<file path="src/rtl/btn_cond_pkg.sv">
// Shared timing constants for the button conditioner, derived from the 25 MHz video clock.
package btn_cond_pkg;

    localparam int CLK_HZ                  = 25_000_000;
    localparam int DEFAULT_DEBOUNCE_CYCLES = CLK_HZ / 100;  // 10 ms
    localparam int DEFAULT_REPEAT_DELAY    = CLK_HZ / 2;    // 0.5 s
    localparam int DEFAULT_REPEAT_PERIOD   = CLK_HZ / 10;   // 0.1 s
    localparam int DEFAULT_SYNC_STAGES     = 2;
    localparam int MAX_NUM_BTN             = 16;

    function automatic int max_of(input int a, input int b);
        return (a > b) ? a : b;
    endfunction

endpackage

</file>
<file path="src/rtl/btn_conditioner_if.sv">
// Button bundle: raw levels in, debounced level and event pulses out.
interface btn_conditioner_if #(
    parameter int NUM_BTN = 3
);
    logic [NUM_BTN-1:0] btn_i;
    logic [NUM_BTN-1:0] level_o;
    logic [NUM_BTN-1:0] press_o;
    logic [NUM_BTN-1:0] release_o;
    logic [NUM_BTN-1:0] repeat_o;

    modport master (
        output btn_i,
        input  level_o, press_o, release_o, repeat_o
    );

    modport slave (
        input  btn_i,
        output level_o, press_o, release_o, repeat_o
    );
endinterface

</file>
<file path="src/rtl/btn_cond_channel.sv">
// One button channel: synchroniser, debounce counter, press/release edges and
// optional autorepeat (enabled by defining BTN_CONDITIONER_AUTOREPEAT_EN).
module btn_cond_channel
    import btn_cond_pkg::*;
#(
    parameter int SYNC_STAGES     = DEFAULT_SYNC_STAGES,
    parameter int DEBOUNCE_CYCLES = DEFAULT_DEBOUNCE_CYCLES,
    parameter int REPEAT_DELAY    = DEFAULT_REPEAT_DELAY,
    parameter int REPEAT_PERIOD   = DEFAULT_REPEAT_PERIOD
) (
    input  logic clk,
    input  logic reset,
    input  logic btn_i,
    output logic level_o,
    output logic press_o,
    output logic release_o,
    output logic repeat_o
);

    if (SYNC_STAGES < 2) begin : g_bad_sync
        $error("btn_cond_channel: SYNC_STAGES must be >= 2");
    end
    if (DEBOUNCE_CYCLES < 1) begin : g_bad_debounce
        $error("btn_cond_channel: DEBOUNCE_CYCLES must be >= 1");
    end
    if (REPEAT_DELAY < 1 || REPEAT_PERIOD < 1) begin : g_bad_repeat
        $error("btn_cond_channel: REPEAT_DELAY and REPEAT_PERIOD must be >= 1");
    end

    localparam int CNT_W = $clog2(DEBOUNCE_CYCLES + 1);
    localparam logic [CNT_W-1:0] CNT_LAST = CNT_W'(DEBOUNCE_CYCLES - 1);

    logic [SYNC_STAGES-1:0] sync_q, sync_d;
    logic [CNT_W-1:0]       cnt_q, cnt_d;
    logic                   level_q, level_d;
    logic                   press_q, press_d;
    logic                   release_q, release_d;
    logic                   sync_bit;

    assign sync_bit = sync_q[SYNC_STAGES-1];

    // A mismatch must persist for DEBOUNCE_CYCLES consecutive cycles; any
    // agreement in between restarts the count.
    always_comb begin
        sync_d  = {sync_q[SYNC_STAGES-2:0], btn_i};
        cnt_d   = cnt_q;
        level_d = level_q;
        if (sync_bit == level_q) begin
            cnt_d = '0;
        end else if (cnt_q == CNT_LAST) begin
            level_d = sync_bit;
            cnt_d   = '0;
        end else begin
            cnt_d = cnt_q + CNT_W'(1);
        end
        press_d   = level_d & ~level_q;
        release_d = ~level_d & level_q;
    end

    always_ff @(posedge clk) begin
        if (reset) begin
            sync_q    <= '0;
            cnt_q     <= '0;
            level_q   <= 1'b0;
            press_q   <= 1'b0;
            release_q <= 1'b0;
        end else begin
            sync_q    <= sync_d;
            cnt_q     <= cnt_d;
            level_q   <= level_d;
            press_q   <= press_d;
            release_q <= release_d;
        end
    end

    assign level_o   = level_q;
    assign press_o   = press_q;
    assign release_o = release_q;

`ifdef BTN_CONDITIONER_AUTOREPEAT_EN
    localparam int RPT_W = $clog2(max_of(REPEAT_DELAY, REPEAT_PERIOD) + 1);
    localparam logic [RPT_W-1:0] RPT_FIRST = RPT_W'(REPEAT_DELAY - 1);
    localparam logic [RPT_W-1:0] RPT_NEXT  = RPT_W'(REPEAT_PERIOD - 1);

    logic [RPT_W-1:0] rpt_cnt_q, rpt_cnt_d;
    logic             rpt_armed_q, rpt_armed_d;
    logic             repeat_q, repeat_d;
    logic [RPT_W-1:0] rpt_limit;

    // Counter is 0 in the press cycle; the first pulse uses the long delay,
    // later ones the short period. Gating on level_d keeps the release cycle quiet.
    always_comb begin
        rpt_cnt_d   = rpt_cnt_q;
        rpt_armed_d = rpt_armed_q;
        repeat_d    = 1'b0;
        rpt_limit   = rpt_armed_q ? RPT_NEXT : RPT_FIRST;
        if (!level_q || !level_d) begin
            rpt_cnt_d   = '0;
            rpt_armed_d = 1'b0;
        end else if (rpt_cnt_q == rpt_limit) begin
            repeat_d    = 1'b1;
            rpt_cnt_d   = '0;
            rpt_armed_d = 1'b1;
        end else begin
            rpt_cnt_d = rpt_cnt_q + RPT_W'(1);
        end
    end

    always_ff @(posedge clk) begin
        if (reset) begin
            rpt_cnt_q   <= '0;
            rpt_armed_q <= 1'b0;
            repeat_q    <= 1'b0;
        end else begin
            rpt_cnt_q   <= rpt_cnt_d;
            rpt_armed_q <= rpt_armed_d;
            repeat_q    <= repeat_d;
        end
    end

    assign repeat_o = repeat_q;
`else
    assign repeat_o = 1'b0;
`endif

endmodule

</file>
<file path="src/rtl/btn_conditioner.sv">
// Multi-button conditioner: NUM_BTN independent debounced channels with
// press/release pulses; autorepeat enabled by defining BTN_CONDITIONER_AUTOREPEAT_EN.
module btn_conditioner
    import btn_cond_pkg::*;
#(
    parameter int NUM_BTN         = 3,
    parameter int SYNC_STAGES     = DEFAULT_SYNC_STAGES,
    parameter int DEBOUNCE_CYCLES = DEFAULT_DEBOUNCE_CYCLES,
    parameter int REPEAT_DELAY    = DEFAULT_REPEAT_DELAY,
    parameter int REPEAT_PERIOD   = DEFAULT_REPEAT_PERIOD
) (
    input  logic               clk,
    input  logic               reset,
    btn_conditioner_if.slave   bus
);

    if (NUM_BTN < 1 || NUM_BTN > MAX_NUM_BTN) begin : g_bad_num_btn
        $error("btn_conditioner: NUM_BTN must be in 1..16");
    end

    // The interface instance must be built with the same NUM_BTN.
    for (genvar n = 0; n < NUM_BTN; n++) begin : g_ch
        btn_cond_channel #(
            .SYNC_STAGES     (SYNC_STAGES),
            .DEBOUNCE_CYCLES (DEBOUNCE_CYCLES),
            .REPEAT_DELAY    (REPEAT_DELAY),
            .REPEAT_PERIOD   (REPEAT_PERIOD)
        ) u_ch (
            .clk       (clk),
            .reset     (reset),
            .btn_i     (bus.btn_i[n]),
            .level_o   (bus.level_o[n]),
            .press_o   (bus.press_o[n]),
            .release_o (bus.release_o[n]),
            .repeat_o  (bus.repeat_o[n])
        );
    end

endmodule

</file>
<file path="src/flat_wrapper.sv">
// flat-port wrapper written by rule: the top's interface ports become plain ports
module btn_conditioner_flat import btn_cond_pkg::*;
#(
    parameter int NUM_BTN         = 3,
    parameter int SYNC_STAGES     = DEFAULT_SYNC_STAGES,
    parameter int DEBOUNCE_CYCLES = DEFAULT_DEBOUNCE_CYCLES,
    parameter int REPEAT_DELAY    = DEFAULT_REPEAT_DELAY,
    parameter int REPEAT_PERIOD   = DEFAULT_REPEAT_PERIOD
)
  (clk, reset, bus_btn_i, bus_level_o, bus_press_o, bus_release_o, bus_repeat_o);
  btn_conditioner_if #(.NUM_BTN(NUM_BTN)) bus_i ();
  input  logic clk;
  input  logic reset;
  input wire logic [$bits(bus_i.btn_i)-1:0] bus_btn_i;
  output wire logic [$bits(bus_i.level_o)-1:0] bus_level_o;
  output wire logic [$bits(bus_i.press_o)-1:0] bus_press_o;
  output wire logic [$bits(bus_i.release_o)-1:0] bus_release_o;
  output wire logic [$bits(bus_i.repeat_o)-1:0] bus_repeat_o;
  assign bus_i.btn_i = bus_btn_i;
  assign bus_level_o = bus_i.level_o;
  assign bus_press_o = bus_i.press_o;
  assign bus_release_o = bus_i.release_o;
  assign bus_repeat_o = bus_i.repeat_o;
  btn_conditioner #(.NUM_BTN(NUM_BTN), .SYNC_STAGES(SYNC_STAGES), .DEBOUNCE_CYCLES(DEBOUNCE_CYCLES), .REPEAT_DELAY(REPEAT_DELAY), .REPEAT_PERIOD(REPEAT_PERIOD)) u_core (.clk(clk), .reset(reset), .bus(bus_i));
endmodule
</file>
<file path="config.mk">
export PLATFORM = sky130hd
export DESIGN_NAME = btn_conditioner_flat
export DESIGN_NICKNAME = d
export VERILOG_FILES = /design/src/rtl/btn_cond_pkg.sv /design/src/rtl/btn_conditioner_if.sv /design/src/rtl/btn_cond_channel.sv /design/src/rtl/btn_conditioner.sv /design/src/flat_wrapper.sv
export SDC_FILE = /design/constraint.sdc
export NUM_CORES = 1
export LEC_CHECK = 0
export CELL_PAD_IN_SITES_DETAIL_PLACEMENT = 0
export CELL_PAD_IN_SITES_GLOBAL_PLACEMENT = 1
export CORE_MARGIN = 1
export CORE_UTILIZATION = 48
export CTS_CLUSTER_SIZE = 40
export DETAILED_ROUTE_END_ITERATION = 8
export DONT_BUFFER_PORTS = 1
export PLACE_DENSITY = 0.78
export SLEW_MARGIN = 5
export SYNTH_ARGS = -nofsm -noshare
export SYNTH_HDL_FRONTEND = slang
export SYNTH_SLANG_ARGS = --single-unit
</file>
<file path="constraint.sdc">
create_clock -name clk -period 2.4 [get_ports clk]
set_input_delay 0.36 -clock clk [delete_from_list [all_inputs] [get_ports clk]]
set_output_delay 0.36 -clock clk [all_outputs]
set_load 0.02 [all_outputs]
</file>
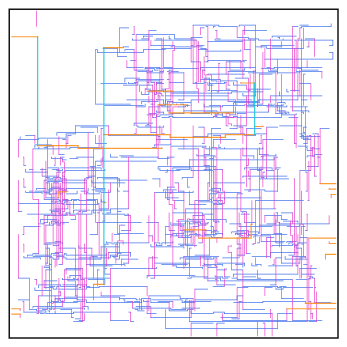
Figure 1: routed metal, one colour a layer.
Drawn at 4 px/µm.
| layer | colour | wire length |
|---|---|---|
| M3 | orange | 187 µm |
| M1 | blue | 2850 µm |
| M4 | cyan | 99.3 µm |
| M2 | magenta | 2400 µm |
DRT Wirelength: 5538 µm
total number of vias: 2236
routed length per placed instance: 13.31 µm
aggregate global-route resource usage: 18.79%

==> run summary <==
Implementation numbers.

- The flow ran to the end, and the final reports show no timing, DRC or antenna violations.
- The design area is 0.003214 mm².
- The heaviest power group reads sequential cells.
- Once the floorplan was initialized, standard cells occupied 50.77% of the core.
- The post-route total power is 1.992 mW.
- The number of post-CTS setup repair buffers reads 0.
- The final clock skew is 0.01223 ns.
- The number of max-capacitance violations reported reads 0.
- The portion of synthesized cell area occupied by the leading cell type reads 45.15%.
- The layout overhead on the synthesized area reads 5.071%.
- TritonCTS built the clock tree.
- The register with the most flip-flops in the layout has 54 of them.
- After detailed routing, no signal wire sits above met4.
- The final-report setup violation count is 0.
- For this design, the slowest cell found on the critical path is sky130_fd_sc_hd__or4b_1.
- Looking at the max-slew report, the worst-margin pin has a slew of 0.6127 ns.
- The tally of yosys warning messages reads 0.
- Data arrives at the worst endpoint at 2.05 ns.
- After detailed routing, the met2 layer carries 2403 µm of wire.
- Leaving out fill and tap cells, the most frequent cells in the layout are sky130_fd_sc_hd__dfxtp_1, sky130_fd_sc_hd__nor2_1, sky130_fd_sc_hd__xnor2_1.
- Yosys instantiated no cell more often than sky130_fd_sc_hd__dfxtp_1.
- The largest incremental delay on the critical path reads 0.51 ns.
- Counting endpoints that fail hold in the final report gives 0.
- The sequential cells in the finished layout cover a total of 0.001381 mm².
- The reported net switching power reads 433.9 µW.
- The summed negative setup slack over all endpoints reads 0 ns.
- Setup repair after global routing left no endpoint under its margin.
- The data required time at the worst endpoint is 2.62 ns.
- The signal on the critical path passes through or4b_1 > or3_4 > o21ai_4 > nor2_1.
- The proportion of power drawn by the clock network is 40.9%.
- Sequential elements use 45.15% of the synthesized area.
- The layout clock buffer count is 12.
- The number of vias per cell reads 5.375.
- The endpoint identified for the worst register-to-register timing path is u_core.g_ch[0].u_ch.cnt_q[12].
- The minimum clock period is 1.831 ns.
- By area the synthesized netlist is led by sky130_fd_sc_hd__dfxtp_1, sky130_fd_sc_hd__xnor2_1, sky130_fd_sc_hd__nor2_1.
- The number of clock buffers inserted by TritonCTS reads 9.
- The first global-routing pass estimated 9411 µm of wire.
- In the final report, the number of pins over their slew limit comes to 0.
- The and-or/or-and share of the synthesized area is 4.008%.
- The number of non-clock inverters in the layout reads 9.
- The source of the critical timing path reads u_core.g_ch[0].u_ch.cnt_q[11].
- u_core.g_ch.u_ch.cnt_q holds more flip-flops than any other register.
- The final clock period utilization by the worst path reads 76.29%.
- The instance area at placement reads 0.003045 mm².
- The number of flip-flops and latches is 69.
- The synthesized-area fraction occupied by and/or/nand/nor cells is 31.45%.
- RePlAce ended its routability-driven mode at a weighted congestion of 0.7650.
- The worst hold path cell count is 1.
- The pre-CTS setup slack reads 0.5597 ns.
- On met2, the global router reports a usage of 29.34%.
- The layout filler cell count is 594.
- The share of cell area taken by muxes after synthesis reads 0.6544%.
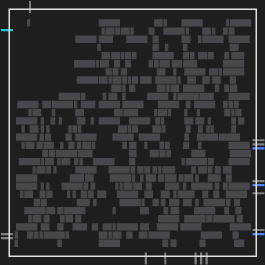
Figure 2: I/O pins on the die edge.
Drawn at 3 px/µm. Pins as bars across the die edge, other pins in grey.
| port | colour | pins | direction | edge |
|---|---|---|---|---|
| bus_release_o | blue | 3 | output | right |
| clk | cyan | 1 | input | left |
all pins by edge: 8 right, 5 bottom, 3 left, 1 top
number of buffer cells added on primary ports: 0
overall die height: 81.83 µm
Die Span X: 81.83 µm

Power figures rest on the tool's default switching activity, not on a simulated workload.
